[config.mk]
export PLATFORM = sky130hd
export DESIGN_NAME = ksa_prefix_tail_pipe_flat
export DESIGN_NICKNAME = d
export VERILOG_FILES = /design/src/rtl/ksa_prefix_tail_pipe_if.sv /design/src/rtl/ksa_prefix_tail_pipe.sv /design/src/flat_wrapper.sv
export SDC_FILE = /design/constraint.sdc
export NUM_CORES = 1
export LEC_CHECK = 0
export CORE_ASPECT_RATIO = 1.25
export CORE_UTILIZATION = 52
export CTS_BUF_LIST = sky130_fd_sc_hd__clkbuf_16
export DETAILED_ROUTE_END_ITERATION = 7
export GPL_ROUTABILITY_DRIVEN = 0
export PLACE_DENSITY = 0.84
export SYNTH_ARGS = -nofsm -noshare
export SYNTH_HDL_FRONTEND = slang
export SYNTH_SLANG_ARGS = --single-unit
[constraint.sdc]
create_clock -name clk -period 3.7 [get_ports clk]
set_clock_uncertainty 0.15 [all_clocks]
set_input_delay 0.555 -clock clk [delete_from_list [all_inputs] [get_ports clk]]
set_output_delay 0.555 -clock clk [all_outputs]
set_load 0.05 [all_outputs]
[src/rtl/ksa_prefix_tail_pipe_if.sv]
// Operand/result bus between KSA prefix stage 4 and the tail pipeline.
// master is the environment side (upstream producer plus downstream consumer), slave is the tail block.
interface ksa_prefix_tail_pipe_if #(
    parameter int TAG_W = 4
);
    logic             flush_in;
    logic             valid_in;
    logic             ready_out;
    logic [31:0]      g_in;
    logic [31:0]      p_in;
    logic [31:0]      hp_in;
    logic             cin_in;
    logic [TAG_W-1:0] tag_in;
    logic             valid_out;
    logic             ready_in;
    logic [31:0]      sum_out;
    logic             cout_out;
    logic             ovf_out;
    logic [TAG_W-1:0] tag_out;

    modport master (
        output flush_in, valid_in, g_in, p_in, hp_in, cin_in, tag_in, ready_in,
        input  ready_out, valid_out, sum_out, cout_out, ovf_out, tag_out
    );

    modport slave (
        input  flush_in, valid_in, g_in, p_in, hp_in, cin_in, tag_in, ready_in,
        output ready_out, valid_out, sum_out, cout_out, ovf_out, tag_out
    );
endinterface

[src/rtl/ksa_prefix_tail_pipe.sv]
// Kogge-Stone prefix levels 5 (span 8) and 6 (span 16) plus sum/carry/overflow,
// behind a one- or two-stage elastic valid/ready pipeline carrying a sideband tag.
module ksa_prefix_tail_pipe #(
    parameter int TAG_W  = 4,
    parameter bit S5_REG = 1'b1
) (
    input logic                   clk,
    input logic                   rst_n,
    ksa_prefix_tail_pipe_if.slave bus
);

    logic [31:0]      g5;
    logic [31:0]      p5;
    logic             unused_p5_low;

    logic [31:0]      s6_g_src;
    logic [31:16]     s6_p_src;
    logic [31:0]      s6_hp_src;
    logic             s6_cin_src;
    logic [TAG_W-1:0] s6_tag_src;
    logic             s6_valid_src;

    logic [31:0]      g6;
    logic [31:0]      sum_nxt;
    logic             cout_nxt;
    logic             ovf_nxt;

    logic             s2_valid;
    logic             s2_adv;
    logic [31:0]      s2_sum;
    logic             s2_cout;
    logic             s2_ovf;
    logic [TAG_W-1:0] s2_tag;

    // Stage 5: black cells at distance 8; the low byte already spans down to bit 0.
    always_comb begin
        g5 = bus.g_in;
        p5 = bus.p_in;
        for (int i = 8; i < 32; i++) begin
            g5[i] = bus.g_in[i] | (bus.p_in[i] & bus.g_in[i-8]);
            p5[i] = bus.p_in[i] & bus.p_in[i-8];
        end
    end

    // Stage 6 never consumes the low-half propagates; only the generates matter there.
    assign unused_p5_low = ^p5[15:0];

    assign s2_adv = ~s2_valid | bus.ready_in;

    generate
        if (S5_REG) begin : g_s1
            logic             s1_valid;
            logic             s1_adv;
            logic [31:0]      s1_g;
            logic [31:16]     s1_p;
            logic [31:0]      s1_hp;
            logic             s1_cin;
            logic [TAG_W-1:0] s1_tag;

            assign s1_adv        = ~s1_valid | s2_adv;
            assign bus.ready_out = s1_adv;

            always_ff @(posedge clk or negedge rst_n) begin
                if (!rst_n) begin
                    s1_valid <= 1'b0;
                end else if (bus.flush_in) begin
                    s1_valid <= 1'b0;
                end else if (s1_adv) begin
                    s1_valid <= bus.valid_in;
                end
            end

            always_ff @(posedge clk or negedge rst_n) begin
                if (!rst_n) begin
                    s1_g   <= '0;
                    s1_p   <= '0;
                    s1_hp  <= '0;
                    s1_cin <= 1'b0;
                    s1_tag <= '0;
                end else if (!bus.flush_in && s1_adv && bus.valid_in) begin
                    s1_g   <= g5;
                    s1_p   <= p5[31:16];
                    s1_hp  <= bus.hp_in;
                    s1_cin <= bus.cin_in;
                    s1_tag <= bus.tag_in;
                end
            end

            assign s6_g_src     = s1_g;
            assign s6_p_src     = s1_p;
            assign s6_hp_src    = s1_hp;
            assign s6_cin_src   = s1_cin;
            assign s6_tag_src   = s1_tag;
            assign s6_valid_src = s1_valid;
        end else begin : g_no_s1
            assign bus.ready_out = s2_adv;
            assign s6_g_src      = g5;
            assign s6_p_src      = p5[31:16];
            assign s6_hp_src     = bus.hp_in;
            assign s6_cin_src    = bus.cin_in;
            assign s6_tag_src    = bus.tag_in;
            assign s6_valid_src  = bus.valid_in;
        end
    endgenerate

    // Stage 6: after distance 16 every g6[i] is the full prefix G[i:0], i.e. carry c[i+1].
    always_comb begin
        g6 = s6_g_src;
        for (int i = 16; i < 32; i++) begin
            g6[i] = s6_g_src[i] | (s6_p_src[i] & s6_g_src[i-16]);
        end
    end

    assign sum_nxt  = s6_hp_src ^ {g6[30:0], s6_cin_src};
    assign cout_nxt = g6[31];
    assign ovf_nxt  = g6[30] ^ g6[31];

    always_ff @(posedge clk or negedge rst_n) begin
        if (!rst_n) begin
            s2_valid <= 1'b0;
        end else if (bus.flush_in) begin
            s2_valid <= 1'b0;
        end else if (s2_adv) begin
            s2_valid <= s6_valid_src;
        end
    end

    always_ff @(posedge clk or negedge rst_n) begin
        if (!rst_n) begin
            s2_sum  <= '0;
            s2_cout <= 1'b0;
            s2_ovf  <= 1'b0;
            s2_tag  <= '0;
        end else if (!bus.flush_in && s2_adv && s6_valid_src) begin
            s2_sum  <= sum_nxt;
            s2_cout <= cout_nxt;
            s2_ovf  <= ovf_nxt;
            s2_tag  <= s6_tag_src;
        end
    end

    assign bus.valid_out = s2_valid;
    assign bus.sum_out   = s2_sum;
    assign bus.cout_out  = s2_cout;
    assign bus.ovf_out   = s2_ovf;
    assign bus.tag_out   = s2_tag;

endmodule

[src/flat_wrapper.sv]
// flat-port wrapper written by rule: the top's interface ports become plain ports
module ksa_prefix_tail_pipe_flat 
#(
    parameter int TAG_W  = 4,
    parameter bit S5_REG = 1'b1
)
  (clk, rst_n, bus_flush_in, bus_valid_in, bus_g_in, bus_p_in, bus_hp_in, bus_cin_in, bus_tag_in, bus_ready_in, bus_ready_out, bus_valid_out, bus_sum_out, bus_cout_out, bus_ovf_out, bus_tag_out);
  ksa_prefix_tail_pipe_if #(.TAG_W(TAG_W)) bus_i ();
  input logic clk;
  input logic rst_n;
  input wire logic [$bits(bus_i.flush_in)-1:0] bus_flush_in;
  input wire logic [$bits(bus_i.valid_in)-1:0] bus_valid_in;
  input wire logic [$bits(bus_i.g_in)-1:0] bus_g_in;
  input wire logic [$bits(bus_i.p_in)-1:0] bus_p_in;
  input wire logic [$bits(bus_i.hp_in)-1:0] bus_hp_in;
  input wire logic [$bits(bus_i.cin_in)-1:0] bus_cin_in;
  input wire logic [$bits(bus_i.tag_in)-1:0] bus_tag_in;
  input wire logic [$bits(bus_i.ready_in)-1:0] bus_ready_in;
  output wire logic [$bits(bus_i.ready_out)-1:0] bus_ready_out;
  output wire logic [$bits(bus_i.valid_out)-1:0] bus_valid_out;
  output wire logic [$bits(bus_i.sum_out)-1:0] bus_sum_out;
  output wire logic [$bits(bus_i.cout_out)-1:0] bus_cout_out;
  output wire logic [$bits(bus_i.ovf_out)-1:0] bus_ovf_out;
  output wire logic [$bits(bus_i.tag_out)-1:0] bus_tag_out;
  assign bus_i.flush_in = bus_flush_in;
  assign bus_i.valid_in = bus_valid_in;
  assign bus_i.g_in = bus_g_in;
  assign bus_i.p_in = bus_p_in;
  assign bus_i.hp_in = bus_hp_in;
  assign bus_i.cin_in = bus_cin_in;
  assign bus_i.tag_in = bus_tag_in;
  assign bus_i.ready_in = bus_ready_in;
  assign bus_ready_out = bus_i.ready_out;
  assign bus_valid_out = bus_i.valid_out;
  assign bus_sum_out = bus_i.sum_out;
  assign bus_cout_out = bus_i.cout_out;
  assign bus_ovf_out = bus_i.ovf_out;
  assign bus_tag_out = bus_i.tag_out;
  ksa_prefix_tail_pipe #(.TAG_W(TAG_W), .S5_REG(S5_REG)) u_core (.clk(clk), .rst_n(rst_n), .bus(bus_i));
endmodule
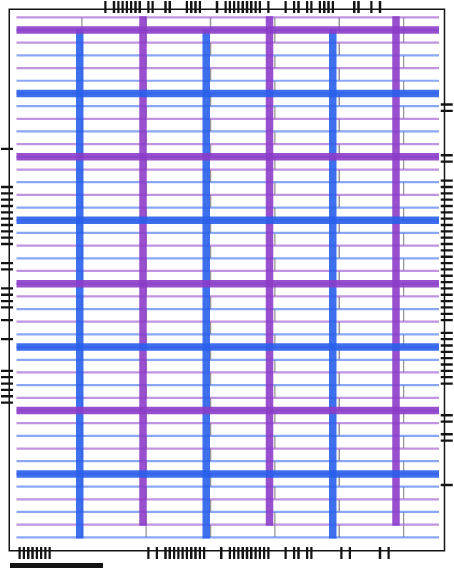
Fig. 1. Power grid (run 1).
Scale bar: 20 um. Pins as bars on the die edge. Tap cells in grey.
purple -> VDD
blue -> VSS
met1 rails = 42
signal pins = 146
rows = 41
Peak VDD IR: 0.374 mV
die width: 93.1 um

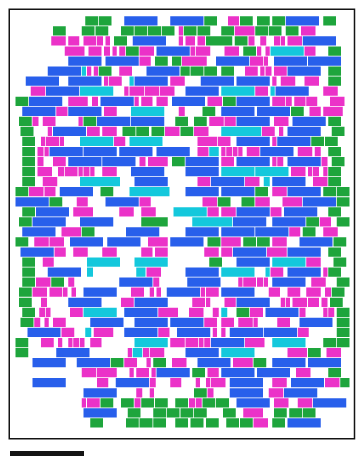
Fig. 2. Placement by cell class (run 1).
Scale bar: 20 um.
blue -> flip-flops  # cells 125, share of their area 43%
green -> other buffers and delay cells  # cells 141, share of their area 19%
cyan -> clock drivers and dummy loads  # cells 32, share of their area 8.2%
magenta -> all other logic  # cells 261, share of their area 30%
core area: 10100 um^2
Design Area, Final: 7480 um^2
flop share of the area: 41.8%

==> ci_impl_report.md, run 1 <==
### Yosys + OpenROAD results

| Metric | Value |
|---|---|
| Comb/total area | between 20% and 30% |
| Antenna violations before repair | 0 |
| Post-Synthesis Cells | 399 |
| R2R cell count | 4 |
| Worst Setup End Kind | output pin |
| Mapped Area | 5390 um^2 |
| CTS tree | done |
| Grt ovf | 0 |
| Worst r2r src | u_core.bus.valid_out |
| Final Slew Violations | 0 |
| Status | finished clean |
| Sink Count | approximately 130 |
| I/O Buffers | 137 |
| Seq/Total Area, Yosys | 58.0% |
| Met3 wire length | 465 um |
| CTS Hold Bufs | 0 |
| Syn_area_per_cell | 13.5 um^2 |
| Reg2reg setup slack | 1.78 ns |
| Library cells used by synthesis | 18 |
| Drt first-iter violations | between 80 and 90 |
| ANT nets after route | 0 |
| Fin crit share | 73.0% |
| Highest routed metal layer | met4 |
| Buf+Inv Stages, Crit Path | 2 |
| Seq. pwr | around 0.0019 W |
| Htree depth | 4 |
| Crit path time final | 2.70 ns |
| EDFF count, synth | 0 |
| Detailed placement HPWL | 7.49 mm |
| Max-slew headroom | 48.8% |
| Nets | ~650 |
| Most common cell on crit path | clkdlybuf4s50_1 |
| Endpoints failing setup | 0 |
| CTS buffer count | 17 |
| Pre-CTS setup slack | 1.00 ns |
| N_taps | 129 |
| Clk buf depth | 2 |
| DR pass1 iterations | 4 |
| Vias per cell | approximately 5.1 |
| First-pass GRT wire length | ~18 mm |
| Fraction of layout cells with a size suffix above 1 | approximately a fifth |
| FILL cells | about 670 |
| F_max | around 0.37 GHz |
| Clock buffer count | 17 |
| Yosys warning count | 0 |
| Yosys Instances | ~400 |
| RSZ-0062 raised after global routing | no |
| Final WS setup | 1.00 ns |
| Highest-delay cell along the critical path | clkdlybuf4s50_1 |
| R2R Path End | u_core.bus.sum_out[10] |
| DRC | 0 |
| Post CTS Setup Buffer Count | 0 |
| Slowest stage delay, CP | around 0.81 ns |
| Post-synth top area cell | dfrtp_1 |
| Hold Vio Cnt, Final | 0 |
| CP required | 2.99 ns |
| Largest cell class | sequential cells |
| Non-clk bufs | 141 |
| Post-CTS sizing | 0 |
| Kind of critical path | in -> out |
| Hold WS | 0.0699 ns |
| Register area | 3130 um^2 |
| # diodes | 0 |
| Non-Clock Buffer Area Fraction | 19.0% |
| Leading power group | sequential cells |
| Post-Route M1 WL | 4.43 mm |
| Setup crit start kind | input pin |
| Core Util at FP | 53.3% |
| Asr flop ratio synth | 100% |
| Total I/O pin count | 146 |
| CTS root buf | clkbuf_16 |
| # rows | between 40 and 50 |
| ClkCell Share | 8.06% |
| P_int | between 0.003 and 0.004 W |
| Most used routing layer | met2 |
| Hold Crit Class | in -> async |
| Logic area | 2010 um^2 |
| Floorplan Nets | 505 |
| NetSw | 0.00176 W |
| Leak | about 3.5 nW |
| Worst endpoint data arrival time | about 2.0 ns |
| CP max FO | 3 |
| Combinational gates | 219 |
| Main area contributors | dfrtp_1 (58%), mux2_2 (11%), mux2i_1 (7.6%) |
| Synthesis-to-layout area growth | 38.9% |
| Met3 usage | 5.71% |
| Largest net degree at the start of global routing | 86 |
| Yosys chip area | 5390 um^2 |
| Maxcap violations | 0 |
| M2 GR Usage | 39.1% |
| Largest type area fraction | 58.0% |
| Least-Margin Pin Slew | ~0.77 ns |
| #FFs+latches synth | ~130 |
| Comb power | 0.00174 W |
| Tool warnings | 34 |
| Sequential cells | 125 |
| Clk pin slew, worst setup/hold paths | 0.06 ns |
| Vias in the first global route | 3777 |
| Post-synth top flop | dfrtp_1 |
| M1 GR Usage | 25.3% |
| Top-count cell post-synth | dfrtp_1 |
| Commonest cells post-synth | dfrtp_1 (125), mux2_2 (53), inv_1 (42) |
| Gate power share | 32.7% |
| Non-clk invs | 42 |
| Die area | approximately 11000 um^2 |
| Total negative setup slack | 0 ns |
| Critical Path, Cell by Cell | clkdlybuf4s50_1 > nand3b_2 > clkdlybuf4s50_1 |
| Pwr Density | between 700 and 800 nW/um^2 |
| Routed length on met2 | 6.01 mm |
| Switching Fraction | between 30% and 40% |
| Seq pwr share | 35.7% |
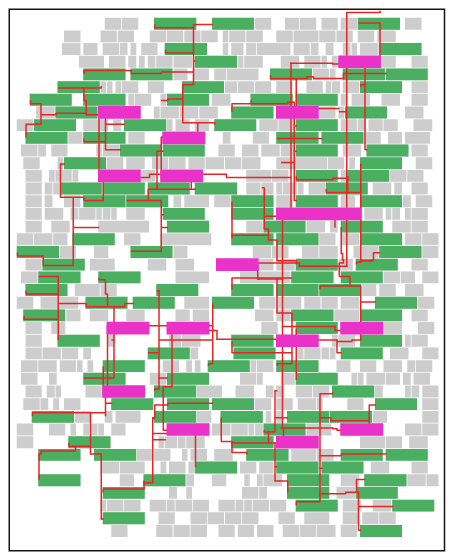
Fig. 3. Routed clock nets over the placement (run 1).
magenta -> cells driving clock nets  # count 17
red -> clock wires  # length 1450 um
green -> flip-flops  # count 125
flops lie = all over the die
Late-Pin Clk Latency: 0.40 ns
clock share of power: 31.7%
clk pwr: 0.00168 W

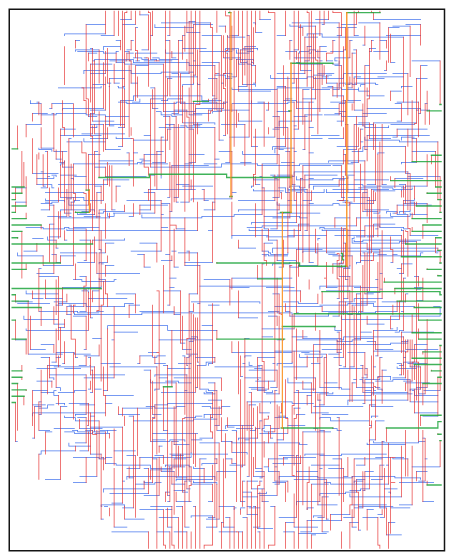
Fig. 4. Metal layers overlaid (run 1).
orange -> met4  # wire length 177 um
green -> met3  # wire length 465 um
red -> met2  # wire length 6010 um
blue -> met1  # wire length 4430 um
wire per inst: 16.1 um
vias: 3495
Tot GR Track Use: 21.9%
final wirelength: 11.1 mm

[run 1: how the worst max path moves through the flow]
stage | from | end | slack [ns] | depth (start not counted)
6_report | bus_ready_in | bus_ready_out | 1.0 | 3
5_1_grt | bus_ready_in | bus_ready_out | 0.98 | 3
4_1_cts | bus_ready_in | bus_ready_out | 1.00 | 3
3_5_place_dp | bus_ready_in | bus_ready_out | 1.00 | 3
3_3_place_gp | bus_ready_in | bus_ready_out | 1.03 | 3
2_1_floorplan | u_core.bus.valid_out | u_core.g_s1.s1_cin | 1.55 | 5
[run 1: logic make-up after synthesis]
kind of cell	Yosys count	synth area share, %
compound gates	41	3.81
xor+xnor	33	5.36
buf+inv	55	4.76
mux	123	26.1
flops	125	58.0
simple gates	22	1.95
[run 1: per-stage QoR]
| stage | cells | area, um^2 | total power, W |
|---|---|---|---|
| 3_5_place_dp | 656 | 6880 | 0.00365 |
| 3_3_place_gp | 656 | 6880 | 0.00360 |
| 5_1_grt | 688 | 7480 | 0.00553 |
| 6_report | 688 | 7480 | 0.00532 |
| 4_1_cts | 688 | 7480 | 0.00536 |
| 2_1_floorplan | 399 | 5390 | 0.00301 |
[run 1: layout by cell type, fill, tap and decap left out, drive strengths merged]
| cell | Yosys | layout |
|---|---|---|
| buf | 13 | 5 |
| nand3b | 2 | 2 |
| xor2 | 18 | 18 |
| xnor2 | 15 | 15 |
| bufinv | 0 | 4 |
| nor2 | 2 | 2 |
| nor2b | 1 | 1 |
| nor3b | 1 | 1 |
| mux2 | 82 | 82 |
| clkinvlp | 0 | 3 |
| a21oi | 41 | 41 |
| inv | 42 | 42 |
| mux2i | 41 | 41 |
| dfrtp | 125 | 125 |
| nand2 | 16 | 16 |
| clkdlybuf4s50 | 0 | 136 |
| clkbuf | 0 | 17 |
| clkinv | 0 | 8 |
--- run 2 (diff from run 1) ---
--- a/config.mk
+++ b/config.mk
@@ -6,11 +6,11 @@
 export NUM_CORES = 1
 export LEC_CHECK = 0
 export CORE_ASPECT_RATIO = 1.25
-export CORE_UTILIZATION = 52
+export CORE_UTILIZATION = 44
 export CTS_BUF_LIST = sky130_fd_sc_hd__clkbuf_16
 export DETAILED_ROUTE_END_ITERATION = 7
 export GPL_ROUTABILITY_DRIVEN = 0
-export PLACE_DENSITY = 0.84
+export PLACE_DENSITY = 0.76
 export SYNTH_ARGS = -nofsm -noshare
 export SYNTH_HDL_FRONTEND = slang
 export SYNTH_SLANG_ARGS = --single-unit
==> constraint.sdc (replaced) <==
create_clock -name clk -period 2.3 [get_ports clk]
set_clock_uncertainty 0.15 [all_clocks]
set_input_delay 0.345 -clock clk [delete_from_list [all_inputs] [get_ports clk]]
set_output_delay 0.345 -clock clk [all_outputs]
set_load 0.05 [all_outputs]
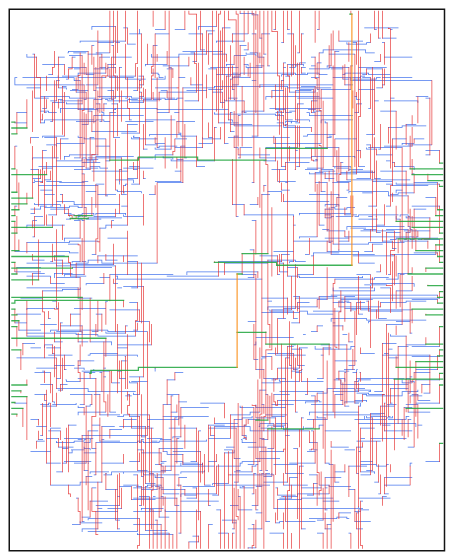
Fig. 5. Metal layers overlaid (run 2).
orange -> met4  # wire length 80.2 um
green -> met3  # wire length 466 um
red -> met2  # wire length 5930 um
blue -> met1  # wire length 4480 um
final wirelength: 11.0 mm
wire per inst: 15.1 um

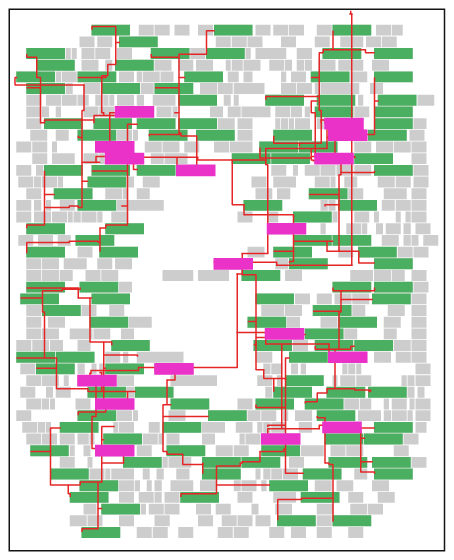
Fig. 6. Routed clock nets over the placement (run 2).
red -> clock wires  # length 1500 um
magenta -> cells driving clock nets  # count 17
green -> flip-flops  # count 125
flops lie = all over the die
clk pwr: 0.00254 W
clock share of power: 30.3%

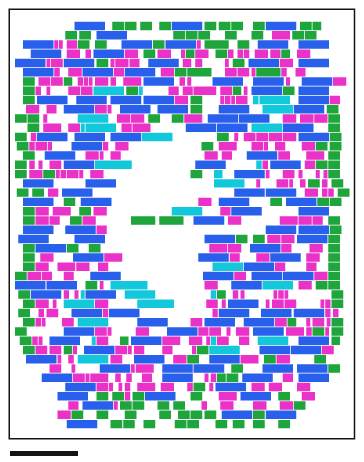
Fig. 7. Placement by cell class (run 2).
Scale bar: 20 um.
magenta -> all other logic  # cells 261, share of their area 29%
green -> other buffers and delay cells  # cells 152, share of their area 21%
cyan -> clock drivers and dummy loads  # cells 29, share of their area 7.5%
blue -> flip-flops  # cells 125, share of their area 42%
Design Area, Final: 7600 um^2
fin util: 64.5%
# rows: 44
core area: 11800 um^2

==> run 2 against run 1 <==
  * First-iteration DRC count down 36%
  * Combinational power up 61%
  * Sequential cell count unchanged
  * Critical endpoint is now bus_sum_out[23]
  * Die size up 18%
  * Critical path depth down 2
==> ci_impl_report.md, run 2 <==
### Yosys + OpenROAD results

| Metric | Value |
|---|---|
| Drt first-iter violations | 57 (-36%) |
| CP required | 1.80 ns (-1.19 ns) |
| R2R cell count | 4 (unchanged) |
| Gate power share | 33.5% (+0.8 points) |
| Die area | 12700 um^2 (+18%) |
| # diodes | 0 (unchanged) |
| I/O Buffers | 137 (unchanged) |
| Sink Count | 125 (unchanged) |
| Highest-delay cell along the critical path | clkdlybuf4s50_1 |
| Clk pin slew, worst setup/hold paths | 0.05 ns (about the same) |
| Largest net degree at the start of global routing | 48 (-44%) |
| Most frequent cells in the layout | clkdlybuf4s50_1 (135), dfrtp_1 (125), mux2_2 (53) |
| Seq pwr share | 36.2% (+0.5 points) |
| Vias | 3524 (+0.83%) |
| Final Power | 0.00839 W (+58%) |
| Status | finished clean |
| #FFs+latches synth | 125 (unchanged) |
| Commonest cells post-synth | dfrtp_1 (125), mux2_2 (53), inv_1 (42) |
| P_int | 0.00561 W (+58%) |
| Least-Margin Pin Slew | 0.532 ns (-0.236 ns) |
| Critical Path, Cell by Cell | clkdlybuf4s50_1 |
| Peak VDD IR | 0.719 mV (+92%) |
| DP Area | 7030 um^2 (+2.2%) |
| F_max | 0.482 GHz |
| First-pass GRT wire length | 18.3 mm (+3.1%) |
| Antenna violations before repair | 0 (unchanged) |
| Detailed placement HPWL | 7.76 mm (+3.6%) |
| Grt ovf | 0 (unchanged) |
| Library cells used by synthesis | 18 (unchanged) |
| Commonest Layout Cell | clkdlybuf4s50_1 |
| Setup crit start kind | flop |
| Tot GR Track Use | 18.8% (-3.1 points) |
| Clk buf depth | 2 (unchanged) |
| Buf+Inv Stages, Crit Path | 1 (-1) |
| Syn_area_per_cell | 13.5 um^2 (unchanged) |
| Slowest stage delay, CP | 0.83 ns (+0.02 ns) |
| Worst Setup End Kind | output pin |
| Post-CTS sizing | 0 (unchanged) |
| Vias per cell | 4.84 (-4.7%) |
| Crit path time final | 2.08 ns |
| Reg2reg setup slack | 0.54 ns (-1.24 ns) |
| CP max FO | 2 (-1) |
| DRC | 0 (unchanged) |
| RSZ-0062 raised after global routing | no |
| Htree depth | 4 (unchanged) |
| Late-Pin Clk Latency | 0.40 ns (about the same) |
| Top-count cell post-synth | dfrtp_1 |
| Asr flop ratio synth | 100% (unchanged) |
| Leading power group | sequential cells |
| Kind of critical path | reg -> out |
| Synthesis-to-layout area growth | 41.0% |
| DR pass1 iterations | 4 (unchanged) |
| Vias in the first global route | 3881 (+2.8%) |
| Largest type area fraction | 58.0% (unchanged) |
| Yosys Instances | 399 (unchanged) |
| CTS tree | done |
| Final Slew Violations | 0 (unchanged) |
| Main area contributors | dfrtp_1 (58%), mux2_2 (11%), mux2i_1 (7.6%) |
| Post-Synthesis Cells | 399 (unchanged) |
| NetSw | 0.00278 W (+58%) |
| Die width | 101 um (+8.5%) |
| Switching Fraction | 33.2% (about the same) |
| Non-filler cells, final | 728 (+5.8%) |
| Leak | 3.54 nW (+1.6%) |
| Mapped Area | 5390 um^2 (unchanged) |
| Seq/Total Area, Yosys | 58.0% (unchanged) |
| Post-synth top flop | dfrtp_1 |
[run 2: netlist changes by cell type in the layout (fill, tap and decap cells not counted), moves of 2 or more]
cell,change
buf_12,+3
buf_4,+8
clkinv_1,-2
clkinvlp_4,-2
inv_1,+2
[run 2: worst max-delay path by stage]
| stage | startpoint | endpoint | slack [ns] | cells past startpoint |
|---|---|---|---|---|
| after floorplan | u_core.bus.valid_out | u_core.g_s1.s1_cin | 0.15 | 5 |
| after global placement | bus_ready_in | u_core.g_s1.s1_hp[12] | 0.14 | 5 |
| after detailed placement | bus_ready_in | u_core.g_s1.s1_g[4] | 0.10 | 5 |
| after CTS | u_core.bus.sum_out[21] | bus_sum_out[21] | 0.20 | 1 |
| after global routing | u_core.bus.valid_out | bus_valid_out | 0.16 | 1 |
| final | u_core.bus.sum_out[23] | bus_sum_out[23] | 0.22 | 1 |
[run 2: layout make-up]
class,count,area [um^2]
clock buffer,17,425
sequential,125,3130
multi-input combinational,219,2010
inverter,42,158
clock inverter,12,133
tap,161,201
timing repair buffer,152,1540
fill,942,4180
[run 2: repair_timing]
| action | 4_1_cts | 5_1_grt |
|---|---|---|
| endpoints found under the hold margin | 37 | 0 |
| hold buffers | 1 | 0 |
| buffers inserted | 0 | 0 |
[run 2: metal layers]
metal	vias to the layer above	wire length (um)	global-route usage, %
met1	1765	4480	21.8
met4	0	80	6.14
li1	1661	-	-
met5	-	0	0
met2	93	5930	33.4
met3	5	466	4.99
[run 2: cell families (layout without fill, tap and decap cells)]
| group | count (synthesis) | after routing | synth area share (%) |
|---|---|---|---|
| compound gates | 41 | 41 | 3.81 |
| flops | 125 | 125 | 58.0 |
| buf+inv | 55 | 223 | 4.76 |
| simple gates | 22 | 22 | 1.95 |
| mux | 123 | 123 | 26.1 |
| xor+xnor | 33 | 33 | 5.36 |
Power is estimated from default activity; no workload was simulated.
